## src/rtl/mux_4to1_rr_arbiter.sv

```systemverilog
// Round-robin arbiter driving the select of a shared 4:1 one-bit mux.
// Optional hold limit compiled in with `define MUX_ARB_HOLD_LIMIT_EN.
module mux_4to1_rr_arbiter #(
    parameter int unsigned HOLD_MAX = 8
) (
    input  logic       clk,
    input  logic       rst,
    input  logic [3:0] req,
    input  logic [3:0] In,
    output logic [1:0] Sel,
    output logic [3:0] gnt,
    output logic       busy,
    output logic       out
);

    typedef enum logic {
        IDLE,
        GRANT
    } state_t;

    localparam logic [7:0] HOLD_LAST = 8'(HOLD_MAX - 1);

    state_t     state_q, state_d;
    logic [1:0] ptr_q, ptr_d;
    logic [1:0] sel_q, sel_d;
    logic [3:0] gnt_q, gnt_d;
    logic       busy_q, busy_d;
    logic [3:0] others;
    logic [1:0] k_idle;
    logic [1:0] k_hand;
    logic       rotate;

`ifdef MUX_ARB_HOLD_LIMIT_EN
    logic [7:0] hold_cnt_q, hold_cnt_d;
`else
    logic       unused_hold_last;
    assign unused_hold_last = ^HOLD_LAST;
`endif

    // First set bit of m, searching upward from p and wrapping.
    function automatic logic [1:0] pick(
        input logic [1:0] p,
        input logic [3:0] m
    );
        logic [1:0] k;
        logic [1:0] idx;
        logic       hit;
        k   = p;
        hit = 1'b0;
        for (int i = 0; i < 4; i++) begin
            idx = p + 2'(i);
            if (!hit && m[idx]) begin
                k   = idx;
                hit = 1'b1;
            end
        end
        return k;
    endfunction

    assign others = req & ~(4'b0001 << sel_q);
    assign k_idle = pick(ptr_q, req);
    assign k_hand = pick(ptr_q, others);

`ifdef MUX_ARB_HOLD_LIMIT_EN
    assign rotate = (hold_cnt_q == HOLD_LAST) && (|others);
`else
    assign rotate = 1'b0;
`endif

    // Next-state: grant load, hold, zero-bubble handoff and release.
    always_comb begin
        state_d = state_q;
        ptr_d   = ptr_q;
        sel_d   = sel_q;
        gnt_d   = gnt_q;
        busy_d  = busy_q;
`ifdef MUX_ARB_HOLD_LIMIT_EN
        hold_cnt_d = hold_cnt_q;
`endif
        unique case (state_q)
            IDLE: begin
                if (|req) begin
                    state_d = GRANT;
                    sel_d   = k_idle;
                    gnt_d   = 4'b0001 << k_idle;
                    busy_d  = 1'b1;
                    ptr_d   = k_idle + 2'd1;
`ifdef MUX_ARB_HOLD_LIMIT_EN
                    hold_cnt_d = 8'd0;
`endif
                end else begin
                    gnt_d  = 4'b0000;
                    busy_d = 1'b0;
                end
            end
            GRANT: begin
                if (req[sel_q] && !rotate) begin
`ifdef MUX_ARB_HOLD_LIMIT_EN
                    if (hold_cnt_q == HOLD_LAST) begin
                        hold_cnt_d = 8'd0;
                    end else begin
                        hold_cnt_d = hold_cnt_q + 8'd1;
                    end
`endif
                end else if (|others) begin
                    sel_d = k_hand;
                    gnt_d = 4'b0001 << k_hand;
                    ptr_d = k_hand + 2'd1;
`ifdef MUX_ARB_HOLD_LIMIT_EN
                    hold_cnt_d = 8'd0;
`endif
                end else begin
                    state_d = IDLE;
                    gnt_d   = 4'b0000;
                    busy_d  = 1'b0;
                end
            end
            default: begin
                state_d = IDLE;
                gnt_d   = 4'b0000;
                busy_d  = 1'b0;
            end
        endcase
    end

    // State register with synchronous reset.
    always_ff @(posedge clk) begin
        if (rst) begin
            state_q <= IDLE;
            ptr_q   <= 2'd0;
            sel_q   <= 2'd0;
            gnt_q   <= 4'b0000;
            busy_q  <= 1'b0;
`ifdef MUX_ARB_HOLD_LIMIT_EN
            hold_cnt_q <= 8'd0;
`endif
        end else begin
            state_q <= state_d;
            ptr_q   <= ptr_d;
            sel_q   <= sel_d;
            gnt_q   <= gnt_d;
            busy_q  <= busy_d;
`ifdef MUX_ARB_HOLD_LIMIT_EN
            hold_cnt_q <= hold_cnt_d;
`endif
        end
    end

    assign Sel  = sel_q;
    assign gnt  = gnt_q;
    assign busy = busy_q;
    assign out  = In[sel_q] & busy_q;

endmodule

```

## config.mk

```make
export PLATFORM = sky130hd
export DESIGN_NAME = mux_4to1_rr_arbiter
export DESIGN_NICKNAME = d
export VERILOG_FILES = /design/src/rtl/mux_4to1_rr_arbiter.sv
export SDC_FILE = /design/constraint.sdc
export NUM_CORES = 1
export LEC_CHECK = 0
export CAP_MARGIN = 20
export CORE_AREA = 10 10 61 58
export DETAILED_ROUTE_END_ITERATION = 7
export DIE_AREA = 0 0 71 68
export PLACE_DENSITY = 0.78
export SETUP_SLACK_MARGIN = 0.15
export SLEW_MARGIN = 40
export SYNTH_ARGS = -nofsm -noshare
export SYNTH_HDL_FRONTEND = slang
export SYNTH_SLANG_ARGS = --single-unit
```

## constraint.sdc

```tcl
create_clock -name clk -period 2.55 [get_ports clk]
set_input_delay 0.51 -clock clk [delete_from_list [all_inputs] [get_ports clk]]
set_output_delay 0.51 -clock clk [all_outputs]
set_load 0.01 [all_outputs]
```

Run 1, where the registers sit:
Bar = 20 um. Other sequential cells in the stronger gray, the rest of the logic in the fainter gray.
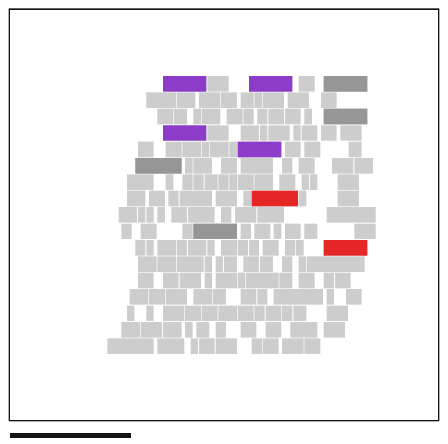
legend:
  gnt:
    color: purple
    placed_flops: 4
    where: top center
  Sel:
    color: red
    placed_flops: 2
not colored: 4

Run 1, cells colored by class:
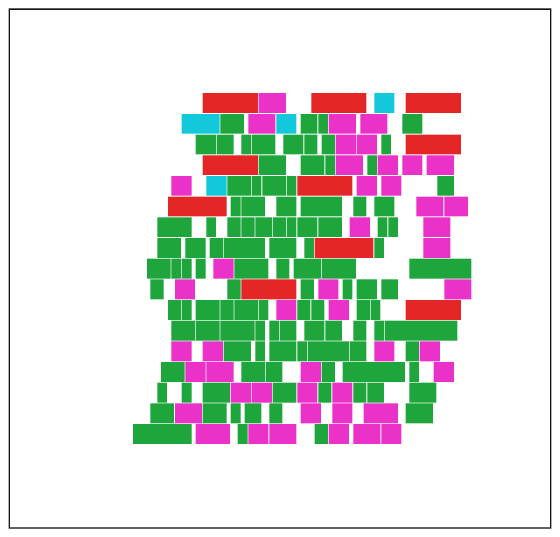
legend:
  combinational and other logic:
    color: green
    cells: 111
    share_of_their_area: 56%
  flops:
    color: red
    cells: 10
    share_of_their_area: 14%
  other buffers and delay cells:
    color: magenta
    cells: 46
    share_of_their_area: 28%
  clock drivers and dummy loads:
    color: cyan
    cells: 4
    share_of_their_area: 2.5%

Run 1, routed metal, one color a layer:
Bar = 20 um.
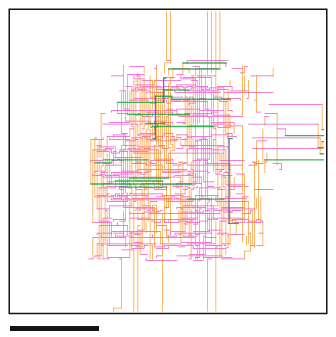
legend:
  metal 4:
    color: blue
    wire_length: 34.0 um
  metal 3:
    color: green
    wire_length: 187 um
  metal 2:
    color: orange
    wire_length: 1810 um
  metal 1:
    color: magenta
    wire_length: 1390 um

Run 1, wire density map:
Bar = 20 um. The die is cut into 14 by 14 equal tiles; dark blue is low, red is high, scaled to the fullest tile. Values are wire area over tile area, all layers added.
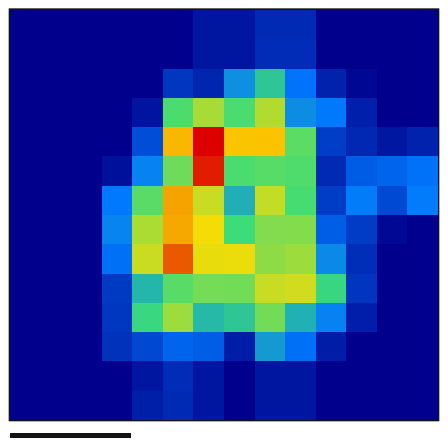
nearly empty tiles: 45%
fullest tile: 0.60
densest ninth of the die: center
mean over tiles: 0.11
emptiest ninth of the die: upper left
tiles over half the peak: 19%

==> run summary, run 1 <==
Outcome = complete, no violations
Cell area leaders = dfxtp_1, a311oi_1, nor2_1
Router iterations before antenna repair = 4
Gr ovfl total = 0
Total GRT Usage = 13.2%
Met3 WL = 187 um
Critical Path Fanout Max = 6
Synth Net Count = 140
Number of flops mapped to enable cells by yosys = 0
Hold Path Stages = 1
Unrepaired setup endpoints after global routing = no
Top cell excl fill/tap = buf_4
RePlAce Congestion = 0.914
Wirelength per Cell = 17.2 um
Final WS setup = 188 ps
Cell count of the worst reg-to-reg path = 6
Top-count cell post-synth = nor2_1
Largest net degree at the start of global routing = 13
Iteration-0 DRC Markers = 101
WL final = 3420 um
Worst-margin pin slew = 483 ps
Power Clock = 0.000152 W
Comb pwr = 0.000604 W
YS chip area = 1000 um2
HPWL Detailed = 2590 um
Max reg flops = 4
RR Endpoint = ptr_q[1]
Initial Util = 42.8%
Seq. pwr = 0.000229 W
Fin cells = 199
Clock Power Share = 15.4%
Logic area = 759 um2
Number of non-clock buffers = 46
Vias per inst = 6.17
Top cell area share = 20.0%
Clock buf/inv share = 2.49%
Met2 wire len = 1810 um
Dominant class by area = logic gates
Worst hold slack = 493 ps
Final period util = 92.6%
Slowest-stage cell, CP = clkdlybuf4s50_1
CP Data Arrival Time = 2520 ps
Die Y-Extent = 68 um
Mux share of post-synthesis cell area = 6.50%
Final antenna-violating net count = 0
Psw = 0.000427 W
Syn avg cell area = 7.70 um2
Hold WC Path Type = reg -> reg
Hold_buf cts = 0
Gate power share = 61.4%
# Cells Yosys = 130
XOR/XNOR share of the synthesized area = 1.75%
Sw Ratio = 43.4%
Endpoint, Worst Hold = busy
Pwr Density = 675 nW/um2
Initial antenna violation count = 0
Worst ir drop on vdd = 0.000382 V
Nonclk inv count = 9
Flop share of the area = 13.9%
Flop area = 203 um2
GRT Max-Usage Layer = met2
Clk_lat worst skew = 280 ps
Routing usage on met2 = 23.4%
DRC viols = 0
Core area = 2340 um2
Met1 Resource Use GR = 15.2%
-- run 1: worst reg2reg max path: cells and delay by family, from the launching register on --
kind,cells,cell delay [ps]
simple gates,1,420
flops,1,630
compound gates,4,950
buf+inv,1,230
-- run 1: worst max-delay path by stage --
stage,depth (start not counted),endpoint,startpoint,slack [ps]
3_5_place_dp,8,ptr_q[1],req[1],-120
6_report,7,ptr_q[1],req[3],190
3_3_place_gp,7,ptr_q[1],req[1],-40
4_1_cts,8,ptr_q[1],req[1],150
2_1_floorplan,7,ptr_q[1],req[3],380
5_1_grt,6,ptr_q[1],Sel[1],140
-- run 1: cell families (layout without fill, tap and decap cells) --
logic type / Yosys count / after routing
simple gates: 42 / 42
buf+inv: 18 / 59
xor+xnor: 2 / 2
mux: 4 / 4
compound gates: 54 / 54
flops: 10 / 10
==> run 1 -> run 2 <==
- CAP_MARGIN: 20 -> unset
Run 2, wire density map:
Bar = 20 um. The die is cut into 14 by 14 equal tiles; dark blue is low, red is high, scaled to the fullest tile. Values are wire area over tile area, all layers added.
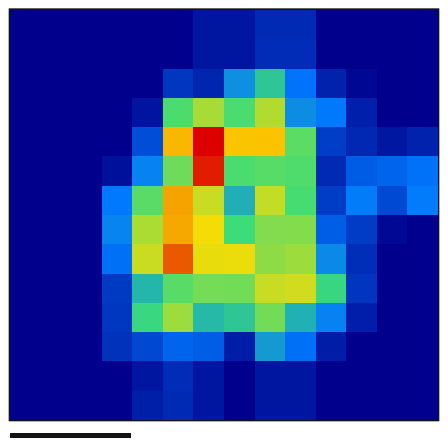
nearly empty tiles: 45%
mean over tiles: 0.11
emptiest ninth of the die: upper left
fullest tile: 0.60
densest ninth of the die: center
tiles over half the peak: 19%

Run 2, routed metal, one color a layer:
Bar = 20 um.
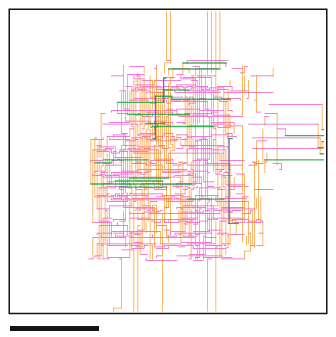
legend:
  metal 4:
    color: blue
    wire_length: 34.0 um
  metal 1:
    color: magenta
    wire_length: 1390 um
  metal 3:
    color: green
    wire_length: 187 um
  metal 2:
    color: orange
    wire_length: 1810 um

Run 2, where the registers sit:
Bar = 20 um. Other sequential cells in the stronger gray, the rest of the logic in the fainter gray.
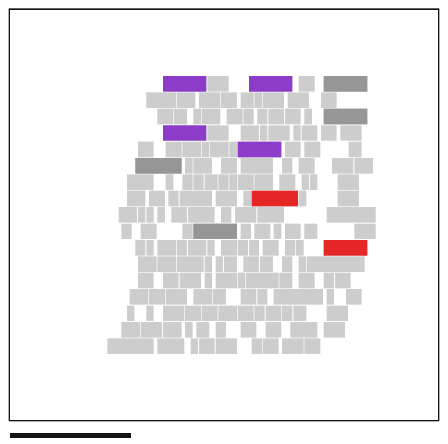
legend:
  gnt:
    color: purple
    placed_flops: 4
    where: top center
  Sel:
    color: red
    placed_flops: 2
not colored: 4

==> run 2 against run 1 <==
Routed wire length stayed put. Critical path depth did not move. Utilization is the same. Final area is the same. Total power unchanged. Critical path type unchanged. Highest routed layer unchanged.
==> run summary, run 2 <==
Unrepaired setup endpoints after global routing = no
Initial antenna violation count = 0
Buf/Inv on CP = 1
# Cells Yosys = 130
Simple-gate share of the synthesized area = 20.6%
DRC viols = 0
Cell count of the worst reg-to-reg path = 6
Hold Path Stages = 1
Sw Ratio = 43.4%
HPWL Detailed = 2590 um
Vias per inst = 6.17
Final antenna-violating net count = 0
Die Y-Extent = 68 um
Vias = 1227
Endpoint, Worst Hold = busy
CP Data Arrival Time = 2520 ps
Worst hold slack = 493 ps
Final period util = 92.6%
Gr ovfl total = 0
Outcome = complete, no violations
Synth Net Count = 140
Largest net degree at the start of global routing = 13
YS chip area = 1000 um2
Critical Path Fanout Max = 6
Cell area leaders = dfxtp_1, a311oi_1, nor2_1
Comb pwr = 0.000604 W
Clk_lat worst skew = 280 ps
Initial Util = 42.8%
Critical Path Stages = 7
Total GRT Usage = 13.2%
Max reg flops = 4
Psw = 0.000427 W
Number of flops mapped to enable cells by yosys = 0
Worst ir drop on vdd = 0.000382 V
Final WS setup = 188 ps
CTS Buffer Depth = 2
Mux share of post-synthesis cell area = 6.50%
CP endpoint = ptr_q[1]
Seq. pwr = 0.000229 W
RR Endpoint = ptr_q[1]
RePlAce Congestion = 0.914
XOR/XNOR share of the synthesized area = 1.75%
Iteration-0 DRC Markers = 101
Wirelength per Cell = 17.2 um
Power Clock = 0.000152 W
CTS tree = built
Slowest-stage cell, CP = clkdlybuf4s50_1
Pwr Density = 675 nW/um2
Top cell excl fill/tap = buf_4
Worst-margin pin slew = 483 ps
Fin cells = 199
Hold_buf cts = 0
WL final = 3420 um
Top-count cell post-synth = nor2_1
Critical path startpoint = req[3]
-- run 2: cell counts in the layout (fill, tap and decap cells not counted) --
No cell type changed its count.
-- run 2: cell type report --
| type | instances | area [um2] | area share, % |
|---|---|---|---|
| clock buffer | 4 | 36.3 | 2.49 |
| inverter | 9 | 33.8 | 2.32 |
| timing repair buffer | 46 | 392 | 26.8 |
| sequential | 10 | 203 | 13.9 |
| multi-input combinational | 102 | 759 | 52.1 |
| tap | 28 | 35.0 | 2.40 |
-- run 2: layer usage --
metal	vias to the layer above	part of all wire (%)	wire, um	GRT usage (%)
li1	599	-	-	-
met1	580	41	1390	15.2
met2	42	53	1810	23.4
met3	6	5.5	187	2.60
met4	0	1.0	34	6.04
met5	-	0	0	0
==> run 2 -> run 3 <==
- CAP_MARGIN: unset -> 30
Run 3, routed metal, one color a layer:
Bar = 20 um.
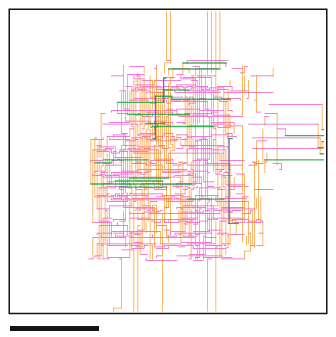
legend:
  metal 3:
    color: green
    wire_length: 187 um
  metal 2:
    color: orange
    wire_length: 1810 um
  metal 1:
    color: magenta
    wire_length: 1390 um
  metal 4:
    color: blue
    wire_length: 34.0 um

Run 3, cells colored by class:
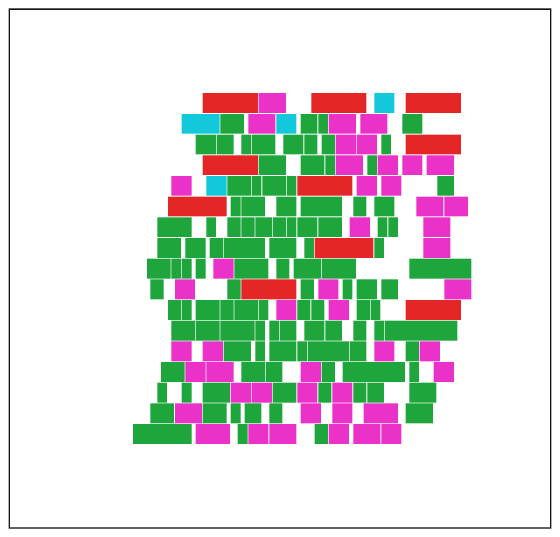
legend:
  flops:
    color: red
    cells: 10
    share_of_their_area: 14%
  other buffers and delay cells:
    color: magenta
    cells: 46
    share_of_their_area: 28%
  combinational and other logic:
    color: green
    cells: 111
    share_of_their_area: 56%
  clock drivers and dummy loads:
    color: cyan
    cells: 4
    share_of_their_area: 2.5%

Run 3, wire density map:
Bar = 20 um. The die is cut into 14 by 14 equal tiles; dark blue is low, red is high, scaled to the fullest tile. Values are wire area over tile area, all layers added.
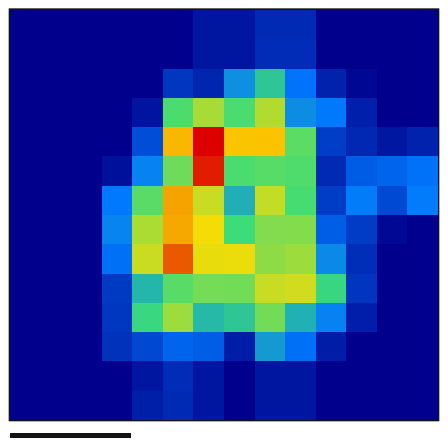
emptiest ninth of the die: upper left
tiles over half the peak: 19%
fullest tile: 0.60

==> run 3 against run 2 <==
Cell count stayed put. Critical path depth stayed put. Non-clock buffer count stayed put. Register-to-register slack hardly changed. Largest cell class unchanged.
==> run summary, run 3 <==
Largest net degree at the start of global routing = 13
Comb pwr = 0.000604 W
Top-count cell post-synth = nor2_1
Seq. pwr = 0.000229 W
Wirelength per Cell = 17.2 um
Mux share of post-synthesis cell area = 6.50%
Final antenna-violating net count = 0
Initial Util = 42.8%
XOR/XNOR share of the synthesized area = 1.75%
GRT Max-Usage Layer = met2
Clock Power Share = 15.4%
Slowest-stage cell, CP = clkdlybuf4s50_1
Unrepaired setup endpoints after global routing = no
DRC viols = 0
Pwr Density = 675 nW/um2
CTS Buffer Depth = 2
WL final = 3420 um
HPWL Detailed = 2590 um
M3 GR Usage = 2.60%
Initial antenna violation count = 0
Power Clock = 0.000152 W
Vias per inst = 6.17
Simple-gate share of the synthesized area = 20.6%
Met1 Resource Use GR = 15.2%
Synth Net Count = 140
# Cells Yosys = 130
Gr ovfl total = 0
Critical path startpoint = req[3]
Syn avg cell area = 7.70 um2
Core area = 2340 um2
Final WS setup = 188 ps
Top cell excl fill/tap = buf_4
Clk_lat worst skew = 280 ps
Routing usage on met2 = 23.4%
Worst hold slack = 493 ps
Psw = 0.000427 W
Fin cells = 199
Outcome = complete, no violations
Die Y-Extent = 68 um
Sw Ratio = 43.4%
YS chip area = 1000 um2
Cell count of the worst reg-to-reg path = 6
Vias = 1227
Worst ir drop on vdd = 0.000382 V
Total GRT Usage = 13.2%
CP Data Arrival Time = 2520 ps
==> run 3: cell counts after synthesis <==
No cell type changed its count.
==> run 3: path summary, 6_finish.rpt <==
path,endpoint,slack [ps]
min reg2reg,busy,490
min,busy,490
max reg2reg,ptr_q[1],190
max,ptr_q[1],190
==> run 3: area by class of cell <==
type	count	area, um2
Clock buffer	4	36.3
Sequential cell	10	203
Fill cell	202	881
Inverter	9	33.8
Timing Repair Buffer	46	392
Multi-Input combinational cell	102	759
Tap cell	28	35.0
==> run 3: critical path, delay by kind of cell <==
family / cells / cell delay, ps
AOI/OAI and AO/OA: 4 / 850
buffers and inverters: 1 / 590
and+or+nand+nor: 2 / 560
==> run 3: layer usage <==
layer	part of all wire [%]	wire, um
met3	5.5	187
met4	1.0	34
met5	0	0
met2	53	1810
met1	41	1390
Power and IR drop assume default switching activity.
